Design uart_bus_if, sky130hd; sources not shown.
**Run 1: sizing map**

Scale bar: 20 um.
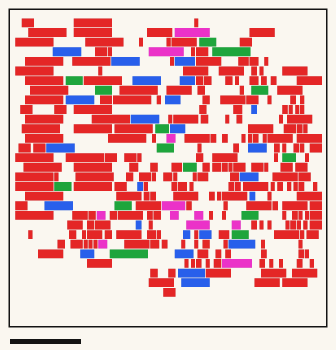
size	colour	cells	share
drive 2	blue	24	7.9%
drive 6 and up	green	14	4.6%
drive 1 or less	red	253	84%
drive 3 to 4	magenta	11	3.6%
final worst slack: 0.128 ns
cell area after layout: 3670 um2

**Run 1: M3 wires**

Scale bar: 20 um.
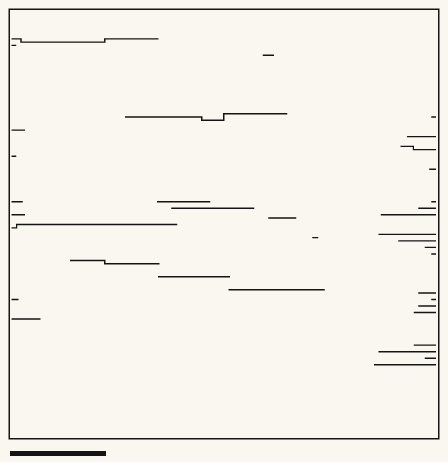
longest straight run	33.4 um
share of all routed wire	5.2%
wire length on this layer	303 um
met3 Resource Use GR: 6.83%
WL final: 5850 um
vias: 1,937

**Run 1: ports around the boundary**

Scale bar: 20 um. Pins as bars across the die edge, other pins in grey.
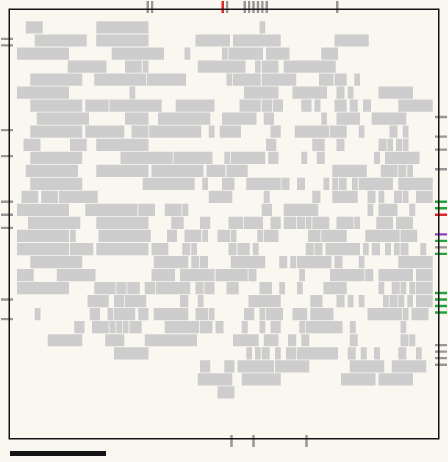
port	colour	pins	direction	edge
bus_addr	red	2	input	1 east, 1 north
bus_wdata	green	8	input	east
bus_we	purple	1	input	east
all pins by edge	19 east, 11 north, 9 west, 3 south
Die Span Y: 89.3 um
die width: 89.3 um
port bufs: 0

==> job_summary.md, run 1 <==
## PnR job results

| Metric | Value |
|---|---|
| Status | finished clean |
| Worst Hold Class | in2reg |
| Logic pwr share | 8.6% |
| Remaining global-route overflow | 0 |
| Critical-path top delay cell | dfxtp_2 |
| Final Setup Violations | 0 |
| Number of hold buffers added after cts | 21 |
| Unrepaired setup endpoints after global routing | false |
| Worst Path Arrival | 2.23 ns |
| Post-synth cell types | 43 |
| Worst path bufs/invs | 2 |
| Wire length on met1 | 2610 um |
| DRT Pass-1 Iters | 4 |
| Netlist Area Pre-Place | 3050 um2 |
| Top class by area | sequential cells |
| Clk tree area frac | approximately 5.7% |
| Setup CP Type | reg2reg |
| FF+latch count, synth | between 70 and 80 |
| Gate Count Post-Synth | 261 |
| Max IR drop VDD | 0.465 mV |
| Largest net degree at the start of global routing | 13 |
| Dominant logic cell types in the final layout | 39 x dfxtp_1, 34 x nand2_1, 32 x edfxtp_1 |
| Main logic family after synthesis | simple AND/OR/NAND/NOR gates |
| Non-clock inverters | 20 |
| Most used logic cell in the final layout | dfxtp_1 |
| Die area | around 8000 um2 |
| Total power | between 0.002 and 0.003 W |
| CP Depth | 9 |
| Switching power | between 0.0006 and 0.0007 W |
| Final period util | 94.4% |
| Top cells by area | edfxtp_1 32%, dfxtp_1 28%, mux4_2 5.2% |
| Hold path cells | 3 |
| Xor/xnor share | 0.861% |
| Crit end category | flip-flop |
| Seq/total area | 49.3% |
| M1 GR Usage | 18.2% |
| Detailed-route DRC error count | 0 |
| YS chip area | 3050 um2 |
| Max_cap viols | 0 |
| CP Launch Type | flip-flop |
| Highest clock rate | 0.460 GHz |
| Top sig layer | met4 |
| Logic share of the area | 30.7% |
| Met3 routed WL | between 300 and 400 um |
| EDFF count, synth | 32 |
| Yosys cell count | 261 |
| Clk latency late pin | 0.34 ns |
| Cell Chain, Critical Path | nor3b_4 -> a21boi_4 -> inv_1 -> ha_2 -> inv_1 -> fa_2 -> xor2_1 -> or3_1 -> a21oi_1 |
| DR iter-0 viols | 39 |
| Seq/Total Area, Yosys | 59.1% |
| P_clk | 0.00106 W |
| Initial antenna violation count | 0 |
| CTS tree | yes |
| Area grow syn2layout | 20.3% |
| Floorplan Nets | 291 |
| Non-Clock Buffer Count | 41 |
| Most frequent cell after synthesis | dfxtp_1 |
| Vias in the first global route | 1,854 |
| Yosys warnings | 0 |
| Slew HR | 46.9% |
| Reg2Reg Depth | 9 |
| Synth Area in Compound Gates | roughly an eighth |
| Flop pwr share | 52.7% |
| Routed WL per cell | 14.6 um |
| CP peak stage delay | 0.36 ns |
| Comb pwr | approximately 0.00024 W |
| Log Warnings | 30 |
| Mux area share | 6.52% |
| Post-DP HPWL | around 3900 um |
| Synth Area per Inst | 11.7 um2 |
| Dpl cells | 360 |
| DR WL met2 | 2890 um |
| Layout Nets | 327 |
| Multi-input comb cells | about 150 |
| Routability cong. | 0.692 |
| Grt peak-use layer | met2 |
| Non-filler instance count after layout | 401 |
| Delay-heaviest family, CP | simple AND/OR/NAND/NOR gates |
| Main flop type | dfxtp_1 |
| Final core occ | approximately half |
**Run 1: placed standard cells**

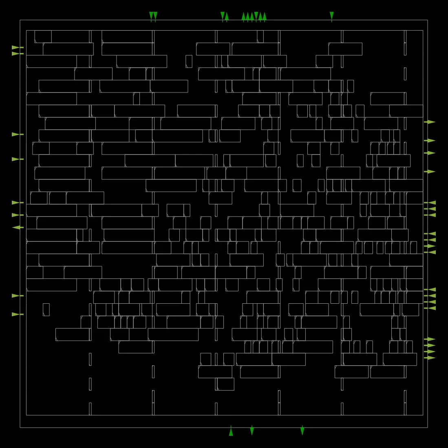

==> run 1 -> run 2 <==
--- a/config.mk
+++ b/config.mk
@@ -11,7 +11,7 @@
 export DETAILED_ROUTE_END_ITERATION = 10
 export DONT_BUFFER_PORTS = 1
 export GPL_TIMING_DRIVEN = 0
-export PLACE_DENSITY = 0.57
+export PLACE_DENSITY = 0.55
 export SYNTH_ARGS = -nofsm -noshare
 export SYNTH_HDL_FRONTEND = slang
 export SYNTH_SLANG_ARGS = --single-unit
==> constraint.sdc (replaced) <==
create_clock -name clk -period 2.8 [get_ports clk]
set_clock_uncertainty 0.2 [all_clocks]
set_input_delay 0.28 -clock clk [delete_from_list [all_inputs] [get_ports clk]]
set_output_delay 0.28 -clock clk [all_outputs]
set_load 0.005 [all_outputs]
**Run 2: placed standard cells**

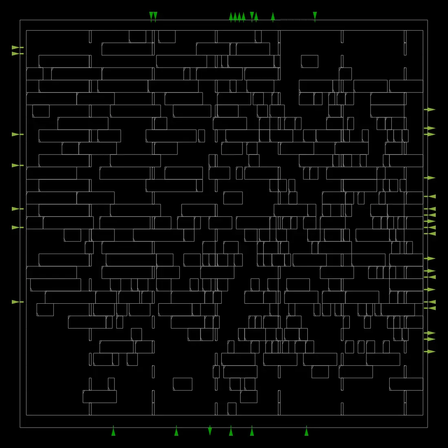
Seq/total area: 50.5%
core area: 7330 um2
final core occ: 48.6%

**Run 2: metal 4**

Supply wires on this layer in grey. Cells faint in the background.
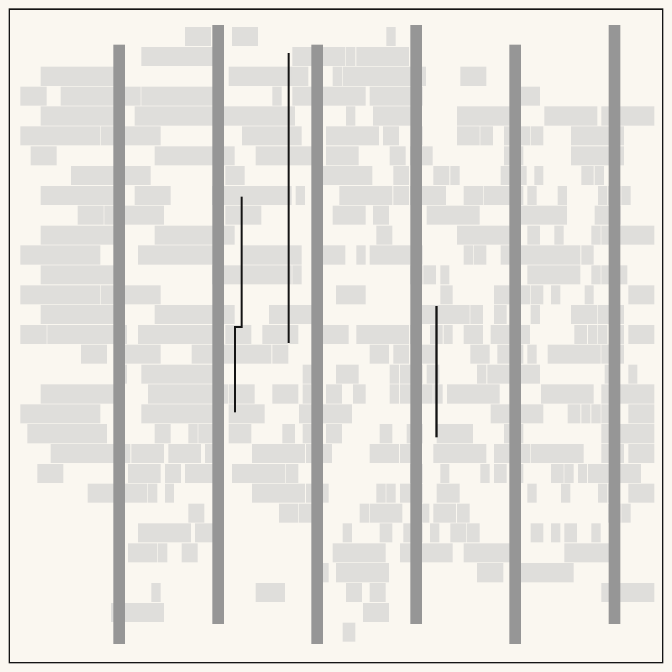
share of all routed wire	1.5%
main direction	vertical
WL final: 5890 um
vias: 1,903

==> job_summary.md, run 2 <==
## PnR job results

| Metric | Value |
|---|---|
| Most used logic cell in the final layout | dfxtp_1 |
| FILL cells | 672 |
| CTS tree | yes |
| Synth Area in Compound Gates | 11.8% (unchanged) |
| Num tapcells | 99 |
| Dpl cells | 360 (unchanged) |
| Remaining global-route overflow | 0 (unchanged) |
| Yosys warnings | 0 (unchanged) |
| Core Util at FP | 41.6% |
| M1 GR Usage | 17.7% (-0.52 points) |
| Flop pwr share | 53.7% (+1.0 points) |
| Switching power | 0.000546 W (-11%) |
| Final worst slack | 0.234 ns (+0.106 ns) |
| Clock power frac | a little under two fifths |
| Netlist Area Pre-Place | 3050 um2 (unchanged) |
| GR met2 Demand/Resource | approximately 29% |
| DR WL met2 | 3050 um (+5.6%) |
| Top cell type's share of synthesized area | 31.5% |
| EDFF count, synth | 32 (unchanged) |
| Non-Clock Buffer Count | 35 (-15%) |
| Detailed-route DRC error count | 0 (unchanged) |
| Highest clock rate | 0.390 GHz (-15%) |
| Hold path cells | 3 (unchanged) |
| Layout Nets | 321 (-1.8%) |
| Post-synth cell types | 43 (unchanged) |
| Die Span Y | 89.3 um (unchanged) |
| Clk latency late pin | 0.35 ns (about the same) |
| Power Density | 619 nW/um2 |
| Number of hold buffers added after cts | 19 (-9.5%) |
| Antenna-violating nets left | 0 |
| R2R Setup Slk | 0.23 ns |
| Dominant logic cell types in the final layout | 42 x dfxtp_1, 34 x nand2_1, 32 x edfxtp_1 |
| Std cell rows | 31 |
| Routability cong. | 0.755 (+9.0%) |
| Worst-Margin Slew | about 0.88 ns |
| Grt peak-use layer | met2 |
| Most frequent cell after synthesis | dfxtp_1 |
| Reg2Reg Depth | 9 (unchanged) |
| Post-DP HPWL | 4050 um (+2.8%) |
| Cell area after layout | 3560 um2 (-2.9%) |
| Area grow syn2layout | 16.9% |
| Die width | 89.3 um (unchanged) |
| GRT Overall Usage | between 10% and 20% |
| YS chip area | 3050 um2 (unchanged) |
| Met3 routed WL | 277 um (-8.6%) |
| Worst Path Arrival | 2.64 ns (+0.41 ns) |
| Final Setup Violations | 0 (unchanged) |
| Synth Area in Adders | 2.71% |
| Net Sw Frac | 24.7% |
| Synth Area per Inst | 11.7 um2 (unchanged) |
| Cell Chain, Critical Path | nor3b_1 -> a21boi_2 -> inv_1 -> ha_1 -> inv_1 -> fa_1 -> xor2_1 -> or3_1 -> a21oi_1 |
| Most frequent CP cell | inv_1 |
| Vias in the first global route | 1,899 (+2.4%) |
| DR iter-0 viols | 71 (+82%) |
| Main flop type | dfxtp_1 |
| Clk tree area frac | 5.62% (-0.078 points) |
| Critical-path top delay cell | nor3b_1 |
| CP peak stage delay | 0.42 ns (+0.06 ns) |
| Floorplan Nets | 291 (unchanged) |
| Die area | 7980 um2 (unchanged) |
| Seq/Total Area, Yosys | 59.1% (unchanged) |
| Main logic family after synthesis | simple AND/OR/NAND/NOR gates |
| Worst path bufs/invs | 2 (unchanged) |
| Top cells by area | edfxtp_1 32%, dfxtp_1 28%, mux4_2 5.2% |
| Tmin final | between 2 and 3 ns |
| Max reg flops | 32 |
| Total power | 0.00221 W (-20%) |
| Non-clock buffer share | 7.58% |
| Yosys cell count | 261 (unchanged) |
| Non-clock inverters | 20 (unchanged) |
| Max IR drop VDD | 0.406 mV (-13%) |
| Comb pwr | 0.000181 W (-24%) |
| Status | finished clean |
| DP Worst Slack | roughly 0.16 ns |
| Logic share of the area | 30.7% (about the same) |
| Multi-input comb cells | 151 (unchanged) |
| Mux area share | 6.52% (unchanged) |
| Setup CP Type | reg2reg |
| Wire length on met1 | 2470 um (-5.2%) |
| Log Warnings | 29 (-3.3%) |
| Yosys simple share | 14.0% |
| CP Depth | 9 (unchanged) |
| DRT Pass-1 Iters | 4 (unchanged) |
| Layout cells sized above 1 | 13.2% |
| Unrepaired setup endpoints after global routing | false |
| Post CTS Setup Buffer Count | 0 |
| Largest net degree at the start of global routing | 15 (+2) |
| Post-CTS sizing | 0 |
| Leak | 1.20 nW |
| Xor/xnor share | 0.861% (unchanged) |
| Port bufs | 0 (unchanged) |
| FF+latch count, synth | 74 (unchanged) |
| Routed WL per cell | 14.9 um (+2.2%) |
| Delay-heaviest family, CP | simple AND/OR/NAND/NOR gates |
| Initial antenna violation count | 0 (unchanged) |
| Logic pwr share | 8.2% (-0.4 points) |
| Gate Count Post-Synth | 261 (unchanged) |
| P_clk | 0.000840 W (-21%) |
| Worst Hold Class | in2reg |
| CP Launch Type | flip-flop |
| Met3 Resource Use GR | 5.45% (-1.4 points) |
| Max_cap viols | 0 (unchanged) |
| Top class by area | sequential cells |
| Slew HR | 41.3% (-5.6 points) |
| First-pass GRT wire length | 9150 um |
| Top sig layer | met4 |
| Non-filler instance count after layout | 395 (-1.5%) |
| Crit end category | flip-flop |
| Final period util | 91.6% (-2.8 points) |
| CTS Buf Count | 9 |
Power figures rest on the tool's default switching activity, not on a simulated workload.
